**config.mk**
```make
export PLATFORM = sky130hd
export DESIGN_NAME = freq_div_fsk_flat
export DESIGN_NICKNAME = d
export VERILOG_FILES = /design/src/rtl/freq_div_fsk_pkg.sv /design/src/rtl/freq_div_fsk_if.sv /design/src/rtl/freq_div_fsk_core.sv /design/src/rtl/freq_div_fsk.sv /design/src/flat_wrapper.sv
export SDC_FILE = /design/constraint.sdc
export NUM_CORES = 1
export LEC_CHECK = 0
export CAP_MARGIN = 25
export CORE_MARGIN = 4
export CORE_UTILIZATION = 40
export CTS_CLUSTER_SIZE = 30
export DETAILED_ROUTE_END_ITERATION = 10
export GPL_TIMING_DRIVEN = 1
export PLACE_DENSITY = 0.76
export SLEW_MARGIN = 40
export SYNTH_ARGS = -nofsm -noshare
export SYNTH_HDL_FRONTEND = slang
export SYNTH_SLANG_ARGS = --single-unit
```
**constraint.sdc**
```tcl
create_clock -name clk -period 2.6 [get_ports clk]
set_input_delay 0.52 -clock clk [delete_from_list [all_inputs] [get_ports clk]]
set_output_delay 0.52 -clock clk [all_outputs]
set_load 0.01 [all_outputs]
```
**src/rtl/freq_div_fsk_pkg.sv**
```systemverilog
// freq_div_pkg: shared constants for the mark/space FSK divider.
// Holds the symbol encoding and the terminal-count helper.
package freq_div_pkg;

   localparam logic SYM_MARK  = 1'b1;
   localparam logic SYM_SPACE = 1'b0;

   // Terminal count of a w-bit up-counter: 2^w-1.
   function automatic longint unsigned cmax(input int unsigned w);
      return (64'd1 << w) - 64'd1;
   endfunction

endpackage

```
**src/rtl/freq_div_fsk_if.sv**
```systemverilog
// freq_div_fsk_if: control/status bundle of the FSK divider.
// master drives init/en/sym/reloads; slave returns div_out/tick/sym_act.
interface freq_div_fsk_if #(
   parameter int WIDTH = 9
);

   logic             init;
   logic             en;
   logic             sym;
   logic [WIDTH-1:0] cnt_mark;
   logic [WIDTH-1:0] cnt_space;
   logic             div_out;
   logic             tick;
   logic             sym_act;

   modport master (
      output init, en, sym, cnt_mark, cnt_space,
      input  div_out, tick, sym_act
   );

   modport slave (
      input  init, en, sym, cnt_mark, cnt_space,
      output div_out, tick, sym_act
   );

endinterface

```
**src/rtl/freq_div_fsk_core.sv**
```systemverilog
// freq_div_core: WIDTH-bit up-counter with synchronous load and wrap flag.
// Ports: clk, rst, load_i, en_i, load_val_i in; cnt_o, wrap_o (cnt==CMAX) out.
module freq_div_core
   import freq_div_pkg::*;
#(
   parameter int WIDTH = 9
) (
   input  logic             clk,
   input  logic             rst,
   input  logic             load_i,
   input  logic             en_i,
   input  logic [WIDTH-1:0] load_val_i,
   output logic [WIDTH-1:0] cnt_o,
   output logic             wrap_o
);

   localparam logic [WIDTH-1:0] CMAX = WIDTH'(cmax(WIDTH));

   logic [WIDTH-1:0] cnt_q;
   logic [WIDTH-1:0] cnt_d;

   assign wrap_o = (cnt_q == CMAX);
   assign cnt_o  = cnt_q;

   // Load has priority; the counter stops at CMAX unless reloaded.
   always_comb begin
      cnt_d = cnt_q;
      if (load_i)
         cnt_d = load_val_i;
      else if (en_i && !wrap_o)
         cnt_d = cnt_q + 1'b1;
   end

   always_ff @(posedge clk) begin
      if (rst)
         cnt_q <= '0;
      else
         cnt_q <= cnt_d;
   end

endmodule

```
**src/rtl/freq_div_fsk.sv**
```systemverilog
// freq_div_fsk: mark/space reload divider producing a square wave for FSK.
// Ports: clk, rst (sync, active high); bus = freq_div_fsk_if.slave
//   (init, en, sym, cnt_mark, cnt_space in; div_out, tick, sym_act out).
// Macro FREQ_DIV_SYNC_SWITCH_EN: symbol changes only take effect at wrap
// (phase continuous). Undefined: a symbol change reloads immediately.
module freq_div_fsk
   import freq_div_pkg::*;
#(
   parameter int   WIDTH    = 9,
   parameter logic INIT_SYM = SYM_SPACE
) (
   input  logic           clk,
   input  logic           rst,
   freq_div_fsk_if.slave  bus
);

   logic             div_q, div_d;
   logic             tick_q, tick_d;
   logic             sym_q, sym_d;
   logic             wrap;
   logic             load;
   logic             do_wrap;
   logic             switch_now;
   logic [WIDTH-1:0] reload;
   logic [WIDTH-1:0] cnt;

   // Every load path (init, wrap, immediate switch) uses the live sym.
   assign reload  = (bus.sym == SYM_MARK) ? bus.cnt_mark : bus.cnt_space;
   assign do_wrap = !bus.init && bus.en && wrap;

`ifdef FREQ_DIV_SYNC_SWITCH_EN
   assign switch_now = 1'b0;
`else
   assign switch_now = !bus.init && bus.en && !wrap && (bus.sym != sym_q);
`endif

   assign load = bus.init || do_wrap || switch_now;

   freq_div_core #(
      .WIDTH (WIDTH)
   ) u_core (
      .clk        (clk),
      .rst        (rst),
      .load_i     (load),
      .en_i       (bus.en),
      .load_val_i (reload),
      .cnt_o      (cnt),
      .wrap_o     (wrap)
   );

   always_comb begin
      div_d  = div_q;
      tick_d = 1'b0;
      sym_d  = sym_q;
      if (bus.init) begin
         div_d = 1'b0;
         sym_d = bus.sym;
      end else if (do_wrap) begin
         div_d  = ~div_q;
         tick_d = 1'b1;
         sym_d  = bus.sym;
      end else if (switch_now) begin
         sym_d = bus.sym;
      end
   end

   always_ff @(posedge clk) begin
      if (rst) begin
         div_q  <= 1'b0;
         tick_q <= 1'b0;
         sym_q  <= INIT_SYM;
      end else begin
         div_q  <= div_d;
         tick_q <= tick_d;
         sym_q  <= sym_d;
      end
   end

   assign bus.div_out = div_q;
   assign bus.tick    = tick_q;
   assign bus.sym_act = sym_q;

endmodule

```
**src/flat_wrapper.sv**
```systemverilog
// flat-port wrapper written by rule: the top's interface ports become plain ports
module freq_div_fsk_flat import freq_div_pkg::*;
#(
   parameter int   WIDTH    = 9,
   parameter logic INIT_SYM = SYM_SPACE
)
  (clk, rst, bus_init, bus_en, bus_sym, bus_cnt_mark, bus_cnt_space, bus_div_out, bus_tick, bus_sym_act);
  freq_div_fsk_if #(.WIDTH(WIDTH)) bus_i ();
  input  logic clk;
  input  logic rst;
  input wire logic [$bits(bus_i.init)-1:0] bus_init;
  input wire logic [$bits(bus_i.en)-1:0] bus_en;
  input wire logic [$bits(bus_i.sym)-1:0] bus_sym;
  input wire logic [$bits(bus_i.cnt_mark)-1:0] bus_cnt_mark;
  input wire logic [$bits(bus_i.cnt_space)-1:0] bus_cnt_space;
  output wire logic [$bits(bus_i.div_out)-1:0] bus_div_out;
  output wire logic [$bits(bus_i.tick)-1:0] bus_tick;
  output wire logic [$bits(bus_i.sym_act)-1:0] bus_sym_act;
  assign bus_i.init = bus_init;
  assign bus_i.en = bus_en;
  assign bus_i.sym = bus_sym;
  assign bus_i.cnt_mark = bus_cnt_mark;
  assign bus_i.cnt_space = bus_cnt_space;
  assign bus_div_out = bus_i.div_out;
  assign bus_tick = bus_i.tick;
  assign bus_sym_act = bus_i.sym_act;
  freq_div_fsk #(.WIDTH(WIDTH), .INIT_SYM(INIT_SYM)) u_core (.clk(clk), .rst(rst), .bus(bus_i));
endmodule
```
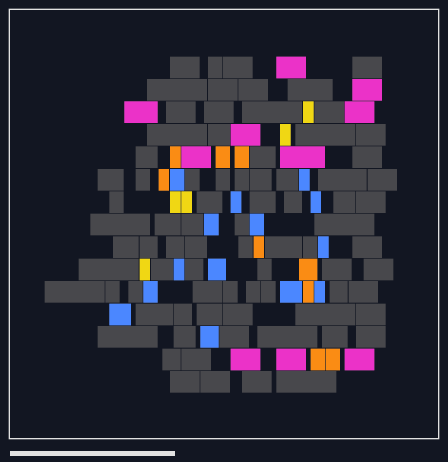
(images/gates.png)
Bar = 20 microns.
family	color	cells
nor cells	orange	9
nand cells	blue	14
mux cells	magenta	10
inv cells	yellow	5

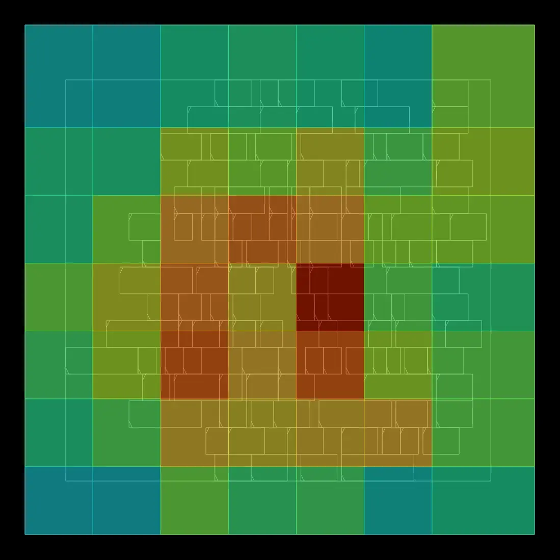
(images/congestion_map.png)
final core occ: 0.6071
met2 Usage GRT: 0.3138
met1 usage: 0.1885

==> flow_summary.json <==
{
  "seq_cells": 12,
  "drive_gt1_frac": 0.09322,
  "grt_max_degree": 14,
  "slew-limit-headroom": 0.6675,
  "dp_hpwl_microns": 1574,
  "clk_latency_ns": 0.28,
  "area_leaders": "dfxtp_1 (31%), mux2i_1 (10%), a21oi_1 (7.8%)",
  "top_usage_layer": "met2",
  "finalClockSkew_ns": 0.003387,
  "peakVddDrop_mv": 0.2787,
  "remaining_drc_errors": 0,
  "logic_family": "AND-OR/OR-AND gates",
  "fp_util": 0.4355,
  "grt_util_all_layers": 0.1777,
  "design_area_sq_um": 1071,
  "status": "finished clean",
  "m1WireLength_microns": 879,
  "synth_area_sq_um": 768.2,
  "finalNetCount": 145,
  "synth-simple-area-share": 0.1775,
  "path_common_cell": "ha_1",
  "critPathTopFamily": "simple AND/OR/NAND/NOR gates",
  "clkbuf_count": 3,
  "intPower_mw": 0.3225,
  "cts_htree_levels": 1,
  "viasPerCell": 5.587,
  "critical_path_class": "reg2reg",
  "n_antenna_cell": 0,
  "area_delta_synth_final_pct": 39.41,
  "drv_slew": 0,
  "chipArea_sq_um": 2686,
  "async_reset_ff_frac": 0,
  "comb-power_mw": 0.127,
  "gp_congestion": 0.9068,
  "numCtsBuffers": 3,
  "mostFrequentLayoutCell": "clkdlybuf4s50_1",
  "xor_share": 0.03257,
  "place_ws_ns": 0.3280,
  "cts_tree": "done",
  "sh_comb_area": 0.4533,
  "largest_reg_flops": 9,
  "syn_avg_cell_area_sq_um": 8.442
}
==> final timing paths <==
| check | start | end | slack [ns] | depth (start not counted) |
|---|---|---|---|---|
| worst min-delay path | u_core.u_core.cnt_o[7]$_SDFFE_PP0P_ | u_core.u_core.cnt_o[7]$_SDFFE_PP0P_ | 0.48 | 2 |
| worst min register to register | u_core.u_core.cnt_o[7]$_SDFFE_PP0P_ | u_core.u_core.cnt_o[7]$_SDFFE_PP0P_ | 0.48 | 2 |
| worst max-delay path | u_core.u_core.cnt_o[0]$_SDFFE_PP0P_ | u_core.u_core.cnt_o[7]$_SDFFE_PP0P_ | 0.30 | 9 |
| worst max register to register | u_core.u_core.cnt_o[0]$_SDFFE_PP0P_ | u_core.u_core.cnt_o[7]$_SDFFE_PP0P_ | 0.30 | 9 |
